## src/rtl/vend_pkg.sv

```systemverilog
// rtl/vend_pkg.sv - shared change codes, coin values, dispenser states and change decode
package vend_pkg;

    localparam logic [2:0] CHANGE_0  = 3'd0;
    localparam logic [2:0] CHANGE_5  = 3'd1;
    localparam logic [2:0] CHANGE_10 = 3'd2;
    localparam logic [2:0] CHANGE_15 = 3'd3;
    localparam logic [2:0] CHANGE_20 = 3'd4;

    localparam int NICKEL_CENTS  = 5;
    localparam int DIME_CENTS    = 10;
    localparam int QUARTER_CENTS = 25;

    typedef enum logic [2:0] {
        IDLE     = 3'd0,
        DISPENSE = 3'd1,
        EJECT    = 3'd2,
        GAP      = 3'd3,
        FAULT    = 3'd4
    } state_e;

    // Codes above CHANGE_20 are malformed; they still dispense but pay no change.
    function automatic logic [2:0] change_to_nickels(input logic [2:0] code);
        return (code <= CHANGE_20) ? code : 3'd0;
    endfunction

    function automatic logic change_is_bad(input logic [2:0] code);
        return code > CHANGE_20;
    endfunction

endpackage

```

## src/rtl/vend_dispenser_if.sv

```systemverilog
// rtl/vend_dispenser_if.sv - controller/hopper side signals of the dispenser
interface vend_dispenser_if;
    logic       soda_i;
    logic [2:0] change_i;
    logic       coin_done_i;
    logic       motor_o;
    logic       eject_o;
    logic       busy_o;
    logic       overflow_o;
    logic       fault_o;

    modport master (
        output soda_i, change_i, coin_done_i,
        input  motor_o, eject_o, busy_o, overflow_o, fault_o
    );

    modport slave (
        input  soda_i, change_i, coin_done_i,
        output motor_o, eject_o, busy_o, overflow_o, fault_o
    );
endinterface

```

## src/rtl/vend_timer.sv

```systemverilog
// rtl/vend_timer.sv - loadable down-counter; done marks the final counted cycle
module vend_timer #(
    parameter int WIDTH = 4
) (
    input  logic             clk,
    input  logic             rst,
    input  logic             load,
    input  logic [WIDTH-1:0] load_val,
    input  logic             en,
    output logic             done
);

    logic [WIDTH-1:0] count;

    always_ff @(posedge clk or posedge rst) begin
        if (rst) begin
            count <= '0;
        end else if (load) begin
            count <= load_val;
        end else if (en && count != '0) begin
            count <= count - 1'b1;
        end
    end

    assign done = (count == WIDTH'(1));

endmodule

```

## src/rtl/vend_dispenser.sv

```systemverilog
// rtl/vend_dispenser.sv - runs the soda motor then pays change one nickel at a time
module vend_dispenser
    import vend_pkg::*;
#(
    parameter int MOTOR_CYCLES   = 8,
    parameter int TIMEOUT_CYCLES = 16
) (
    input  logic             clk_i,
    input  logic             rst_i,
    vend_dispenser_if.slave  bus
);

    localparam int MW = $clog2(MOTOR_CYCLES + 1);
    localparam int TW = $clog2(TIMEOUT_CYCLES + 1);

    state_e     state, state_n;
    logic [2:0] nick_cnt, nick_n;
    logic       pend_valid, pend_valid_n;
    logic [2:0] pend_code, pend_code_n;
    logic       overflow, overflow_n;
    logic       fault, fault_n;

    logic       mot_load, mot_done, to_load, to_done;
    logic       finish, start, req_taken;
    logic [2:0] start_code;

    vend_timer #(.WIDTH(MW)) u_motor_timer (
        .clk      (clk_i),
        .rst      (rst_i),
        .load     (mot_load),
        .load_val (MW'(MOTOR_CYCLES)),
        .en       (state == DISPENSE),
        .done     (mot_done)
    );

    vend_timer #(.WIDTH(TW)) u_eject_timer (
        .clk      (clk_i),
        .rst      (rst_i),
        .load     (to_load),
        .load_val (TW'(TIMEOUT_CYCLES)),
        .en       (state == EJECT),
        .done     (to_done)
    );

    always_comb begin
        state_n      = state;
        nick_n       = nick_cnt;
        pend_valid_n = pend_valid;
        pend_code_n  = pend_code;
        overflow_n   = overflow;
        fault_n      = fault;
        mot_load     = 1'b0;
        to_load      = 1'b0;
        finish       = 1'b0;
        start        = 1'b0;
        req_taken    = 1'b0;
        start_code   = bus.change_i;

        case (state)
            IDLE: begin
                if (bus.soda_i) begin
                    start     = 1'b1;
                    req_taken = 1'b1;
                end
            end
            DISPENSE: begin
                if (mot_done) begin
                    if (nick_cnt != 3'd0) begin
                        state_n = EJECT;
                        to_load = 1'b1;
                    end else begin
                        finish = 1'b1;
                    end
                end
            end
            EJECT: begin
                // An ack on the very last timeout cycle still counts as a good coin.
                if (bus.coin_done_i) begin
                    nick_n = nick_cnt - 3'd1;
                    if (nick_cnt > 3'd1) state_n = GAP;
                    else                 finish  = 1'b1;
                end else if (to_done) begin
                    state_n = FAULT;
                    fault_n = 1'b1;
                end
            end
            GAP: begin
                state_n = EJECT;
                to_load = 1'b1;
            end
            FAULT:   fault_n = 1'b1;
            default: state_n = IDLE;
        endcase

        // Chain straight into the next vend so back-to-back requests see no idle bubble.
        if (finish) begin
            if (pend_valid) begin
                start        = 1'b1;
                start_code   = pend_code;
                pend_valid_n = 1'b0;
            end else if (bus.soda_i) begin
                start     = 1'b1;
                req_taken = 1'b1;
            end else begin
                state_n = IDLE;
            end
        end

        if (start) begin
            state_n  = DISPENSE;
            mot_load = 1'b1;
            nick_n   = change_to_nickels(start_code);
            if (change_is_bad(start_code)) fault_n = 1'b1;
        end

        if (bus.soda_i && !req_taken) begin
            if (state != FAULT && !pend_valid_n) begin
                pend_valid_n = 1'b1;
                pend_code_n  = bus.change_i;
            end else begin
                overflow_n = 1'b1;
            end
        end
    end

    always_ff @(posedge clk_i or posedge rst_i) begin
        if (rst_i) begin
            state      <= IDLE;
            nick_cnt   <= 3'd0;
            pend_valid <= 1'b0;
            pend_code  <= 3'd0;
            overflow   <= 1'b0;
            fault      <= 1'b0;
        end else begin
            state      <= state_n;
            nick_cnt   <= nick_n;
            pend_valid <= pend_valid_n;
            pend_code  <= pend_code_n;
            overflow   <= overflow_n;
            fault      <= fault_n;
        end
    end

    assign bus.motor_o    = (state == DISPENSE);
    assign bus.eject_o    = (state == EJECT);
    assign bus.busy_o     = (state != IDLE) || pend_valid;
    assign bus.overflow_o = overflow;
    assign bus.fault_o    = fault;

endmodule

```

## src/flat_wrapper.sv

```systemverilog
// flat-port wrapper written by rule: the top's interface ports become plain ports
module vend_dispenser_flat import vend_pkg::*;
#(
    parameter int MOTOR_CYCLES   = 8,
    parameter int TIMEOUT_CYCLES = 16
)
  (clk_i, rst_i, bus_soda_i, bus_change_i, bus_coin_done_i, bus_motor_o, bus_eject_o, bus_busy_o, bus_overflow_o, bus_fault_o);
  vend_dispenser_if bus_i ();
  input  logic clk_i;
  input  logic rst_i;
  input wire logic [$bits(bus_i.soda_i)-1:0] bus_soda_i;
  input wire logic [$bits(bus_i.change_i)-1:0] bus_change_i;
  input wire logic [$bits(bus_i.coin_done_i)-1:0] bus_coin_done_i;
  output wire logic [$bits(bus_i.motor_o)-1:0] bus_motor_o;
  output wire logic [$bits(bus_i.eject_o)-1:0] bus_eject_o;
  output wire logic [$bits(bus_i.busy_o)-1:0] bus_busy_o;
  output wire logic [$bits(bus_i.overflow_o)-1:0] bus_overflow_o;
  output wire logic [$bits(bus_i.fault_o)-1:0] bus_fault_o;
  assign bus_i.soda_i = bus_soda_i;
  assign bus_i.change_i = bus_change_i;
  assign bus_i.coin_done_i = bus_coin_done_i;
  assign bus_motor_o = bus_i.motor_o;
  assign bus_eject_o = bus_i.eject_o;
  assign bus_busy_o = bus_i.busy_o;
  assign bus_overflow_o = bus_i.overflow_o;
  assign bus_fault_o = bus_i.fault_o;
  vend_dispenser #(.MOTOR_CYCLES(MOTOR_CYCLES), .TIMEOUT_CYCLES(TIMEOUT_CYCLES)) u_core (.clk_i(clk_i), .rst_i(rst_i), .bus(bus_i));
endmodule
```

## config.mk

```make
export PLATFORM = sky130hd
export DESIGN_NAME = vend_dispenser_flat
export DESIGN_NICKNAME = d
export VERILOG_FILES = /design/src/rtl/vend_pkg.sv /design/src/rtl/vend_dispenser_if.sv /design/src/rtl/vend_timer.sv /design/src/rtl/vend_dispenser.sv /design/src/flat_wrapper.sv
export SDC_FILE = /design/constraint.sdc
export NUM_CORES = 1
export LEC_CHECK = 0
export CAP_MARGIN = 20
export CORE_MARGIN = 5
export CORE_UTILIZATION = 25
export CTS_BUF_LIST = sky130_fd_sc_hd__clkbuf_16
export DETAILED_ROUTE_END_ITERATION = 12
export GPL_TIMING_DRIVEN = 0
export PLACE_DENSITY_LB_ADDON = 0.05
export SLEW_MARGIN = 20
export SYNTH_ARGS = -nofsm -noshare
export SYNTH_HDL_FRONTEND = slang
export SYNTH_SLANG_ARGS = --single-unit
```

## constraint.sdc

```tcl
create_clock -name clk_i -period 2.39 [get_ports clk_i]
set_input_delay 0.717 -clock clk_i [delete_from_list [all_inputs] [get_ports clk_i]]
set_output_delay 0.717 -clock clk_i [all_outputs]
set_load 0.01 [all_outputs]
```

Fig. 1: run 1, routing congestion map
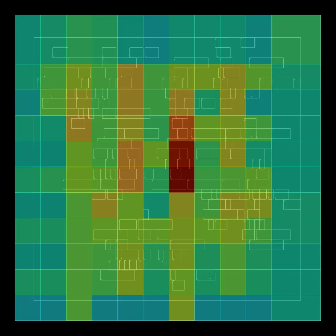
Finished Core Util: 0.314
Global Route Usage Sum: 0.0948
routed len/inst: 12.5 microns
GR peak layer: met2
met1 Usage GRT: 0.114

Fig. 2: run 1, metal 2
The bar under the picture is 20 microns long.
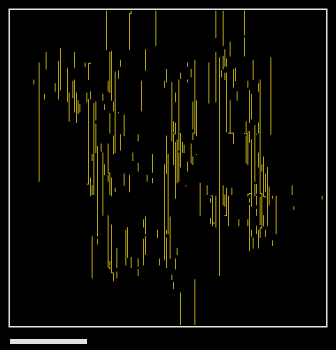
wire length on this layer	1210 microns
nets with wire on the layer	129
share of all routed wire	45%
main direction	vertical
vias: 932
M2 GR Usage: 0.151
final WL: 2.70 mm

==> impl_metrics.tcl, run 1 <==
# yosys + openroad results
set metrics [dict create \
    cp.required_ns 1.67 \
    dr.pass1.iters 4 \
    grt_overflow 0 \
    status "completed" \
    pwr-share-comb 0.452 \
    cts_root_buf "clkbuf_16" \
    wl_met3_microns 78 \
    combinationalPower_mw 0.840 \
    worst_hold_path.endpoint "u_core.bus.fault_o" \
    p_per_area_nw_per_um2 1170 \
    synth_cells 130 \
    cts_buffers 3 \
    seq_cells 21 \
    place_area_sq_um 1500 \
    start_kind "flop" \
    synth.avg_cell_area_sq_um 10.0 \
    inverters_excl_clock 8 \
    biggestCellCategory "multi-input combinational cells" \
    stage_log_warnings 31 \
    ys_ff 21 \
    slowest_delay_ns 0.43 \
    largestRegisters "u_core.u_eject_timer.count x5, u_core.u_motor_timer.count x4" \
    fin_area_sq_um 1600 \
    finalPower_mw 1.86 \
    max-cap-violations 0 \
    place_ws_ns -0.0717 \
    slowest_stage "or3b_4" \
    dpl.hpwl_mm 1.96 \
    internal_power_mw 1.15 \
    taps 70 \
    synth_nets 145 \
    edf_count 0 \
    core_sq_um 5070 \
    yosysTopAreaCellShare 0.403 \
    wl_met1_mm 1.32 \
    hp-start "u_core.bus.fault_o" \
    setup_tns_ns 0 \
    grt_pass1_vias 949 \
    p_clk_mw 0.366 \
    startpoint "u_core.state[2]" \
    xor_area_frac 0.0605 \
    tightest_slew_ns 0.869 \
]
Fig. 3: run 1, logic cells by family
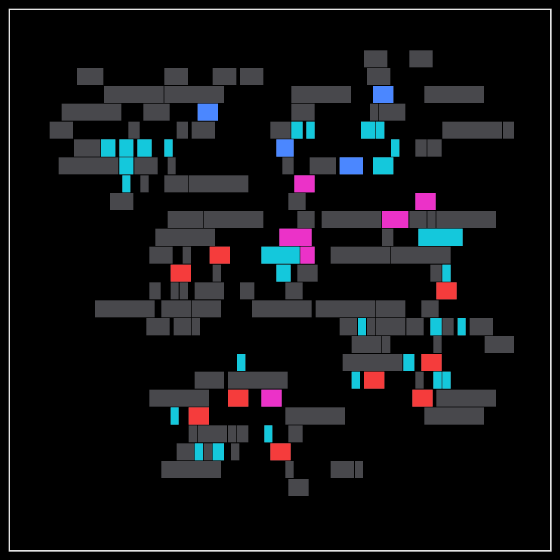
colour	family	cells
blue	non-inverting ao/oa cells	4
cyan	nor cells	28
red	xor and xnor cells	9
magenta	and/or cells	6
Comb/total area: 0.463
most frequent logic cell in the layout: dfrtp_1
fin cells: 216

Fig. 4: run 1, where the registers sit
The bar under the picture is 20 microns long.
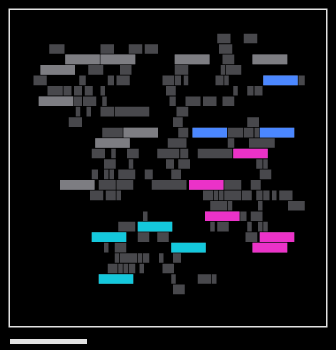
colour	name in the netlist	sequential cells
magenta	u_core.u_eject_timer.count	5
blue	u_core.state	3
cyan	u_core.u_motor_timer.count	4
storage element area: 526 sq um
fraction of area in registers: 0.329
sequential power: 0.653 mW

==> run 2, diff against run 1 <==
--- a/config.mk
+++ b/config.mk
@@ -8,11 +8,10 @@
 export CAP_MARGIN = 20
 export CORE_MARGIN = 5
 export CORE_UTILIZATION = 25
-export CTS_BUF_LIST = sky130_fd_sc_hd__clkbuf_16
 export DETAILED_ROUTE_END_ITERATION = 12
 export GPL_TIMING_DRIVEN = 0
 export PLACE_DENSITY_LB_ADDON = 0.05
-export SLEW_MARGIN = 20
+export SLEW_MARGIN = 40
 export SYNTH_ARGS = -nofsm -noshare
 export SYNTH_HDL_FRONTEND = slang
 export SYNTH_SLANG_ARGS = --single-unit
Fig. 5: run 2, where the registers sit
The bar under the picture is 20 microns long.
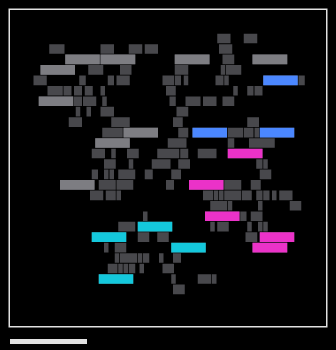
colour	name in the netlist	sequential cells
cyan	u_core.u_motor_timer.count	4
blue	u_core.state	3
magenta	u_core.u_eject_timer.count	5
not coloured	9
sequential power: 0.651 mW
fraction of area in registers: 0.337
Finished Core Util: 0.307

==> run 2 against run 1 <==
Against the previous run: sequential share of layout area is 0.79 points higher; cell area decreased by 2.4%; via count did not move; core utilization shrank 0.74 points; combinational power shrank 0.5%; critical path depth unchanged; setup slack worse by 0.0097 ns; largest cell class unchanged; largest power group unchanged; highest routed layer unchanged.
==> impl_metrics.tcl, run 2 <==
# yosys + openroad results
set metrics [dict create \
    status "completed" \
    biggestCellCategory "multi-input combinational cells" \
    finalPower_mw 1.73 \
    dpl.hpwl_mm 1.96 \
    register_area_sq_um 526 \
    place_ws_ns -0.0717 \
    xor_area_frac 0.0605 \
    synth_nets 145 \
    grtUsageTotal 0.0926 \
    grt_overflow 0 \
    yosysTopAreaCellShare 0.403 \
    lay_top_count "dfrtp_1" \
    synth_cells 130 \
    cts_buffers 3 \
    worst_hold_path.endpoint "u_core.bus.fault_o" \
    place_area_sq_um 1500 \
    start_kind "flop" \
    hp-start "u_core.bus.fault_o" \
    pwr-share-comb 0.483 \
    p_per_area_nw_per_um2 1110 \
    dr.pass1.iters 4 \
    slowest_stage "or3b_4" \
    cts_root_buf "clkbuf_8" \
    use_met2 0.151 \
    slowest_delay_ns 0.43 \
    startpoint "u_core.state[2]" \
    combinationalPower_mw 0.836 \
    p_clk_mw 0.244 \
    routed_wl_mm 2.68 \
]
==> run 3, diff against run 2 <==
--- a/config.mk
+++ b/config.mk
@@ -11,6 +11,7 @@
 export DETAILED_ROUTE_END_ITERATION = 12
 export GPL_TIMING_DRIVEN = 0
 export PLACE_DENSITY_LB_ADDON = 0.05
+export SKIP_LAST_GASP = 1
 export SLEW_MARGIN = 40
 export SYNTH_ARGS = -nofsm -noshare
 export SYNTH_HDL_FRONTEND = slang
Fig. 6: run 3, where the registers sit
The bar under the picture is 20 microns long.
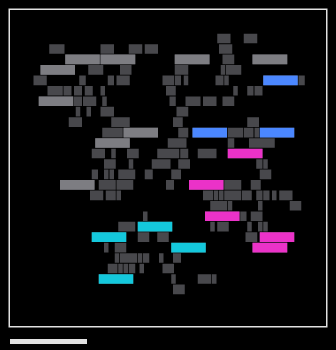
colour	name in the netlist	sequential cells
cyan	u_core.u_motor_timer.count	4
magenta	u_core.u_eject_timer.count	5
blue	u_core.state	3
not coloured	9

==> run 3 against run 2 <==
Against the previous run: core utilization unchanged; clock skew unchanged; die size unchanged; final cell count is the same; sequential share of layout area is the same; area after synthesis stayed put; flip-flop count stayed put; register-to-register slack hardly changed; synthesized cell count stayed put; cell area unchanged; highest routed layer unchanged.
==> impl_metrics.tcl, run 3 <==
# yosys + openroad results
set metrics [dict create \
    startpoint "u_core.state[2]" \
    edf_count 0 \
    final_util 0.307 \
    dr.pass1.iters 4 \
    place_area_sq_um 1500 \
    dr_wl_met2_mm 1.21 \
    ys.flop_type "dfrtp_1" \
    dpl.hpwl_mm 1.96 \
    slowest_stage "or3b_4" \
    sh_comb_area 0.474 \
    period_minus_slack_ns 2.27 \
    use_met2 0.151 \
    use_met1 0.113 \
    worstSetupPathType "flop to output port" \
    cts_buffers 3 \
    hp-start "u_core.bus.fault_o" \
    nonClkBufAreaFrac 0.0843 \
    p_clk_mw 0.244 \
    grtUsageTotal 0.0926 \
    lay_top_count "dfrtp_1" \
    combinationalPower_mw 0.836 \
    cts.path.max_buffers 2 \
    worst_hold_path.endpoint "u_core.bus.fault_o" \
    routed_wl_mm 2.68 \
    status "completed" \
    register_area_sq_um 526 \
    start_kind "flop" \
    ys_cells 130 \
    biggestCellCategory "multi-input combinational cells" \
    yosysTopAreaCellShare 0.403 \
    cts_root_buf "clkbuf_8" \
    synth_nets 145 \
    slowest_delay_ns 0.43 \
    grt_overflow 0 \
    pg_seq_mw 0.651 \
    place_ws_ns -0.0717 \
    grt_pass1_vias 961 \
    seq_share 0.337 \
    xor_area_frac 0.0605 \
    finalPower_mw 1.73 \
]
No activity file was given, so power comes from the tool's default toggle rates.
